Figure 1. Clock nets (run 1).
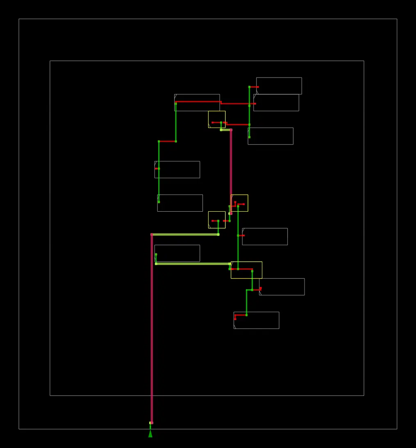
Figure 2. Cells by drive strength (run 1).
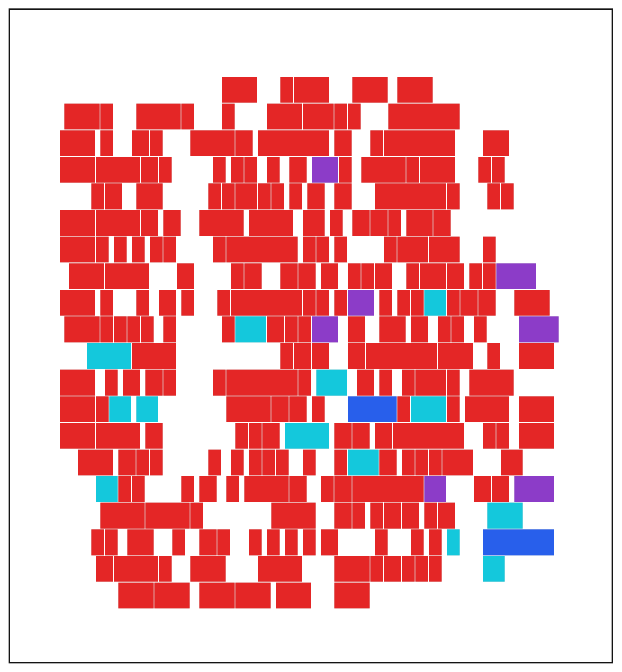
Figure 3. Placement by cell class (run 1).
The bar under the picture is 20 microns long.
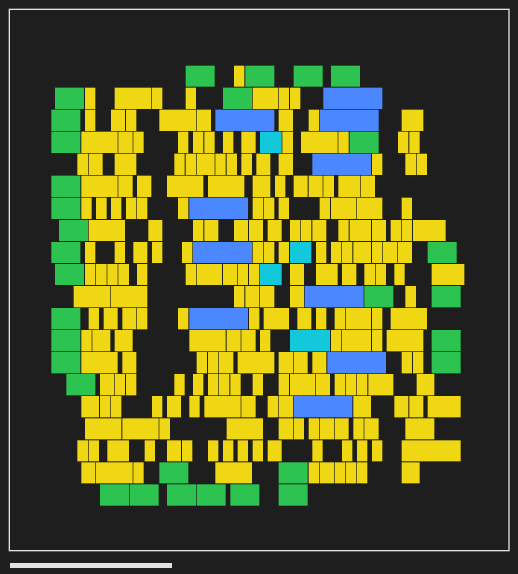
Figure 4. The metal 1 layer (run 1).
Supply wires on this layer in gray. Cells faint in the background.
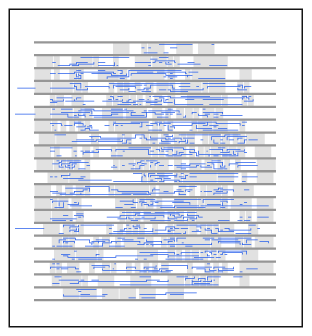
**src/rtl/load_updown_counter.sv**
```systemverilog
//==============================================================================
// Module      : load_updown_counter
// Description : Loadable up/down counter with a runtime modulus, a choice of
//               wrap or saturate at the bounds, a registered bound pulse and a
//               sticky overflow flag.
// Revision    : 1.0 - initial release
//==============================================================================
`default_nettype none

module load_updown_counter #(
    parameter int WIDTH    = 8,
    parameter bit SATURATE = 1'b0
) (
    input  logic             clk,
    input  logic             reset,
    input  logic             en_i,
    input  logic             up_i,
    input  logic             load_i,
    input  logic [WIDTH-1:0] load_val_i,
    input  logic [WIDTH-1:0] limit_i,
    input  logic             clr_ovf_i,
    output logic [WIDTH-1:0] count_out,
    output logic             wrap_o,
    output logic             ovf_o
);

    localparam logic [WIDTH-1:0] c_ZERO = '0;
    localparam logic [WIDTH-1:0] c_ONE  = {{(WIDTH-1){1'b0}}, 1'b1};

    logic [WIDTH-1:0] r_count;
    logic             r_wrap;
    logic             r_ovf;

    logic             w_at_top;
    logic             w_at_zero;
    logic             w_bound;
    logic [WIDTH-1:0] w_up_bound_val;
    logic [WIDTH-1:0] w_dn_bound_val;
    logic [WIDTH-1:0] w_load_val;
    logic [WIDTH-1:0] w_step_val;

    // ">=" rather than "==" so a limit lowered beneath the count still
    // produces a bound event on the next up step.
    assign w_at_top  = (r_count >= limit_i);
    assign w_at_zero = (r_count == c_ZERO);
    assign w_bound   = up_i ? w_at_top : w_at_zero;

    assign w_load_val = (load_val_i > limit_i) ? limit_i : load_val_i;

    generate
        if (SATURATE) begin : g_saturate
            assign w_up_bound_val = limit_i;
            assign w_dn_bound_val = c_ZERO;
        end else begin : g_wrap
            assign w_up_bound_val = c_ZERO;
            assign w_dn_bound_val = limit_i;
        end
    endgenerate

    always_comb begin
        w_step_val = r_count;
        if (up_i) begin
            w_step_val = w_at_top ? w_up_bound_val : (r_count + c_ONE);
        end else begin
            w_step_val = w_at_zero ? w_dn_bound_val : (r_count - c_ONE);
        end
    end

    always_ff @(posedge clk) begin
        if (reset) begin
            r_count <= c_ZERO;
            r_wrap  <= 1'b0;
            r_ovf   <= 1'b0;
        end else if (load_i) begin
            r_count <= w_load_val;
            r_wrap  <= 1'b0;
            r_ovf   <= 1'b0;
        end else begin
            r_wrap <= en_i & w_bound;
            if (en_i) begin
                r_count <= w_step_val;
            end
            // A bound event on this edge beats a simultaneous clear.
            if (en_i && w_bound) begin
                r_ovf <= 1'b1;
            end else if (clr_ovf_i) begin
                r_ovf <= 1'b0;
            end
        end
    end

    assign count_out = r_count;
    assign wrap_o    = r_wrap;
    assign ovf_o     = r_ovf;

endmodule

`default_nettype wire

```
**config.mk**
```make
export PLATFORM = sky130hd
export DESIGN_NAME = load_updown_counter
export DESIGN_NICKNAME = d
export VERILOG_FILES = /design/src/rtl/load_updown_counter.sv
export SDC_FILE = /design/constraint.sdc
export NUM_CORES = 1
export LEC_CHECK = 0
export ABC_AREA = 1
export CAP_MARGIN = 30
export CORE_ASPECT_RATIO = 1.1
export CORE_MARGIN = 5
export CORE_UTILIZATION = 50
export DETAILED_ROUTE_END_ITERATION = 10
export GPL_ROUTABILITY_DRIVEN = 0
export PLACE_DENSITY = 0.79
export SYNTH_ARGS = -nofsm -noshare
export SYNTH_HDL_FRONTEND = slang
export SYNTH_SLANG_ARGS = --single-unit
```
**constraint.sdc**
```tcl
create_clock -name clk -period 4.35 [get_ports clk]
set_clock_uncertainty 0.2 [all_clocks]
set_input_delay 0.6525 -clock clk [delete_from_list [all_inputs] [get_ports clk]]
set_output_delay 0.6525 -clock clk [all_outputs]
set_load 0.03 [all_outputs]
```
==> reports/metrics.yaml, run 1 <==
outcome:
  status: "finished, final reports clean"
critical_path:
  path_common_cell: "nand2_1"
  cp-endpoint: "count_out[0]$_SDFFE_PP0P_"
  worstPathArrival_ns: 2.53
  critPathLaunchType: "primary input"
cts:
  worstSkewPairLatency_ns: 0.27
  clock-sinks: 10
  postCtsResizedCells: 0
  htree_levels: 1
detailed_routing:
  finalWirelength_microns: 3860
  wl_met2_microns: 1860
finish:
  fin_nets: 314
  largest_reg_flops: 8
synthesis:
  synthFlopType: "dfxtp_1"
  top_cells_by_count: "nand2_1 (64), inv_1 (32), nor2_1 (26), a21oi_1 (19), ha_1 (19)"
  topCellsByArea: "nand2_1 (16%), ha_1 (16%), dfxtp_1 (14%)"
  avgSynthCellArea_sq_um: 6.08
  yosysWarnings: 0
  synth-edff-count: 0
  synthCells: 240
placement:
  postPlaceCellArea_sq_um: 1790
  dp_hpwl_microns: 3060
power_and_ir_drop:
  sw_frac_of_total: 0.438
  power_density_nw_per_um2: 240
global_route:
  grt_overflow: 0
Notes on Figure 1 above:
clock group power: 86.4 uW
Clock Buffer Count: 4

Notes on Figure 2 above:
[drive 1 or less] red | cells: 250 | share: 92%
[drive 3 to 4] purple | cells: 7 | share: 2.6%
[drive 2] cyan | cells: 13 | share: 4.8%
[drive 6 and up] blue | cells: 2 | share: 0.74%

Notes on Figure 3 above:
[all other logic] yellow | cells: 227
[other buffers and delay cells] green | cells: 31
[clock drivers and dummy loads] cyan | cells: 4
[flip-flops] blue | cells: 10

Notes on Figure 4 above:
share of all routed wire: 42%
main direction: horizontal
longest straight run: 20.7 microns
M1 GR Usage: 0.259
vias: 1,676

Figure 5. Clock wires, drivers and flops (run 1).
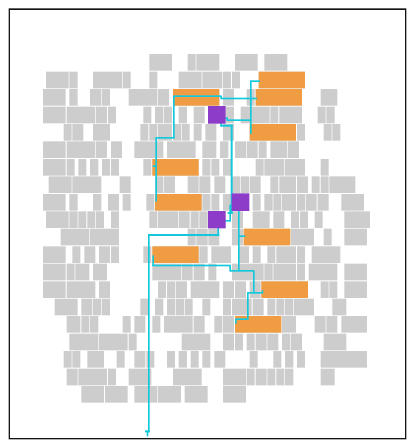

--- run 2 (diff from run 1) ---
--- a/config.mk
+++ b/config.mk
@@ -9,10 +9,10 @@
 export CAP_MARGIN = 30
 export CORE_ASPECT_RATIO = 1.1
 export CORE_MARGIN = 5
-export CORE_UTILIZATION = 50
+export CORE_UTILIZATION = 46
 export DETAILED_ROUTE_END_ITERATION = 10
 export GPL_ROUTABILITY_DRIVEN = 0
-export PLACE_DENSITY = 0.79
+export PLACE_DENSITY = 0.77
 export SYNTH_ARGS = -nofsm -noshare
 export SYNTH_HDL_FRONTEND = slang
 export SYNTH_SLANG_ARGS = --single-unit
==> constraint.sdc (replaced) <==
create_clock -name clk -period 2.35 [get_ports clk]
set_clock_uncertainty 0.2 [all_clocks]
set_input_delay 0.3525 -clock clk [delete_from_list [all_inputs] [get_ports clk]]
set_output_delay 0.3525 -clock clk [all_outputs]
set_load 0.03 [all_outputs]
Figure 6. Clock wires, drivers and flops (run 2).
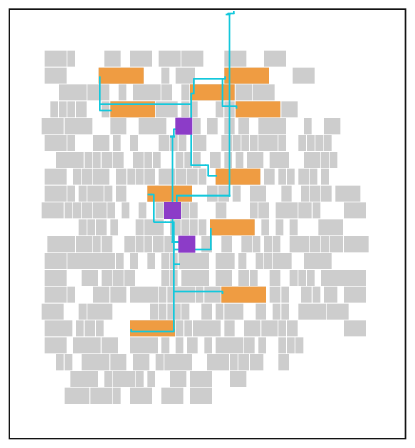
[flip-flops] orange | count: 10
[clock wires] cyan | length: 174 microns
[cells driving clock nets] purple | count: 3
routed clock nets: 4
clock group power: 162 uW
worst skew pair latency: 0.27 ns

==> run 2 against run 1 <==
Critical endpoint is now count_out[6]$_SDFFE_PP0P_. Routed wire length rose by 9.4%. Design area rose by 8.9%. Sequential share of layout area fell by 0.89 points. Synthesized cell count did not move. Sequential power rose by 71%. Flip-flop count did not move.
==> reports/metrics.yaml, run 2 <==
detailed_routing:
  finalWirelength_microns: 4220
  ant_nets: 0
  wl_met2_microns: 2110
  wl_met3_microns: 209
  vias: 1669
synthesis:
  synthFlopType: "dfxtp_1"
  ys.flops: 10
  yosys-stat-cells: 240
  ys_seq_frac: 0.137
  synth-edff-count: 0
  topCellsByArea: "nand2_1 (16%), ha_1 (16%), dfxtp_1 (14%)"
  ys_async_sr_fraction: 0
  yosysWarnings: 0
  top_cells_by_count: "nand2_1 (64), inv_1 (32), nor2_1 (26), a21oi_1 (19), ha_1 (19)"
  synthCells: 240
  avgSynthCellArea_sq_um: 6.08
critical_path:
  cp-endpoint: "count_out[6]$_SDFFE_PP0P_"
  critPathLaunchType: "primary input"
  path_class: "in -> reg"
  path_common_cell: "nand2_1"
  startpoint: "limit_i[1]"
  r2r_slack_ns: 0.29
  worstPathArrival_ns: 2.19
power_and_ir_drop:
  sw_frac_of_total: 0.435
  power_density_nw_per_um2: 432
  combPwrFrac: 0.574
placement:
  postPlaceCellArea_sq_um: 1940
  dp_hpwl_microns: 3430
cts:
  htree_levels: 1
  postCtsResizedCells: 0
  clock-sinks: 10
sta:
  min_period_ns: 2.19
  max_freq_ghz: 0.456
global_route:
  grtUsageMet1: 0.222
  antenna_found_initial: 0
  grt_max_degree: 11
  grt_overflow: 0
finish:
  n_clock_buffer: 4
  nNonClkInverters: 34
  postLayoutCoreUtil: 0.653
  largest_reg_flops: 8
  nNonClkBuffers: 50
  fin_nets: 333
floorplan:
  n_tap_cell: 34
outcome:
  status: "finished, final reports clean"
--- run 3 (diff from run 2) ---
--- a/config.mk
+++ b/config.mk
@@ -6,6 +6,7 @@
 export NUM_CORES = 1
 export LEC_CHECK = 0
 export ABC_AREA = 1
+export ABC_CLOCK_PERIOD_IN_PS = 2350
 export CAP_MARGIN = 30
 export CORE_ASPECT_RATIO = 1.1
 export CORE_MARGIN = 5
Figure 7. Clock wires, drivers and flops (run 3).
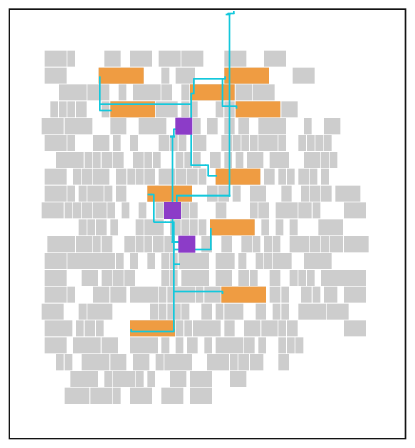
[cells driving clock nets] purple | count: 3
[flip-flops] orange | count: 10
[clock wires] cyan | length: 174 microns
routed clock nets: 4
Clock Power Share: 0.189

==> run 3 against run 2 <==
Non-clock buffer count stayed put. Synthesized area unchanged. Cell count stayed put. Utilization did not move. Clock power barely moved. Sequential power hardly changed. Via count did not move. Flip-flop count is the same. Die size did not move. Design area did not move. Synthesized cell count is the same.
==> reports/metrics.yaml, run 3 <==
finish:
  nNonClkBuffers: 50
  postLayoutCoreUtil: 0.653
  fin_nets: 333
global_route:
  antenna_found_initial: 0
  grt_max_degree: 11
synthesis:
  synthCells: 240
  yosysWarnings: 0
  yosys-stat-cells: 240
  avgSynthCellArea_sq_um: 6.08
cts:
  htree_levels: 1
critical_path:
  worstPathArrival_ns: 2.19
  cp-endpoint: "count_out[6]$_SDFFE_PP0P_"
  path_class: "in -> reg"
sta:
  max_freq_ghz: 0.456
  min_period_ns: 2.19
placement:
  dp_hpwl_microns: 3430
detailed_routing:
  wl_met2_microns: 2110
floorplan:
  n_tap_cell: 34
outcome:
  status: "finished, final reports clean"
power_and_ir_drop:
  combPwrFrac: 0.574
Power figures rest on the tool's default switching activity, not on a simulated workload.
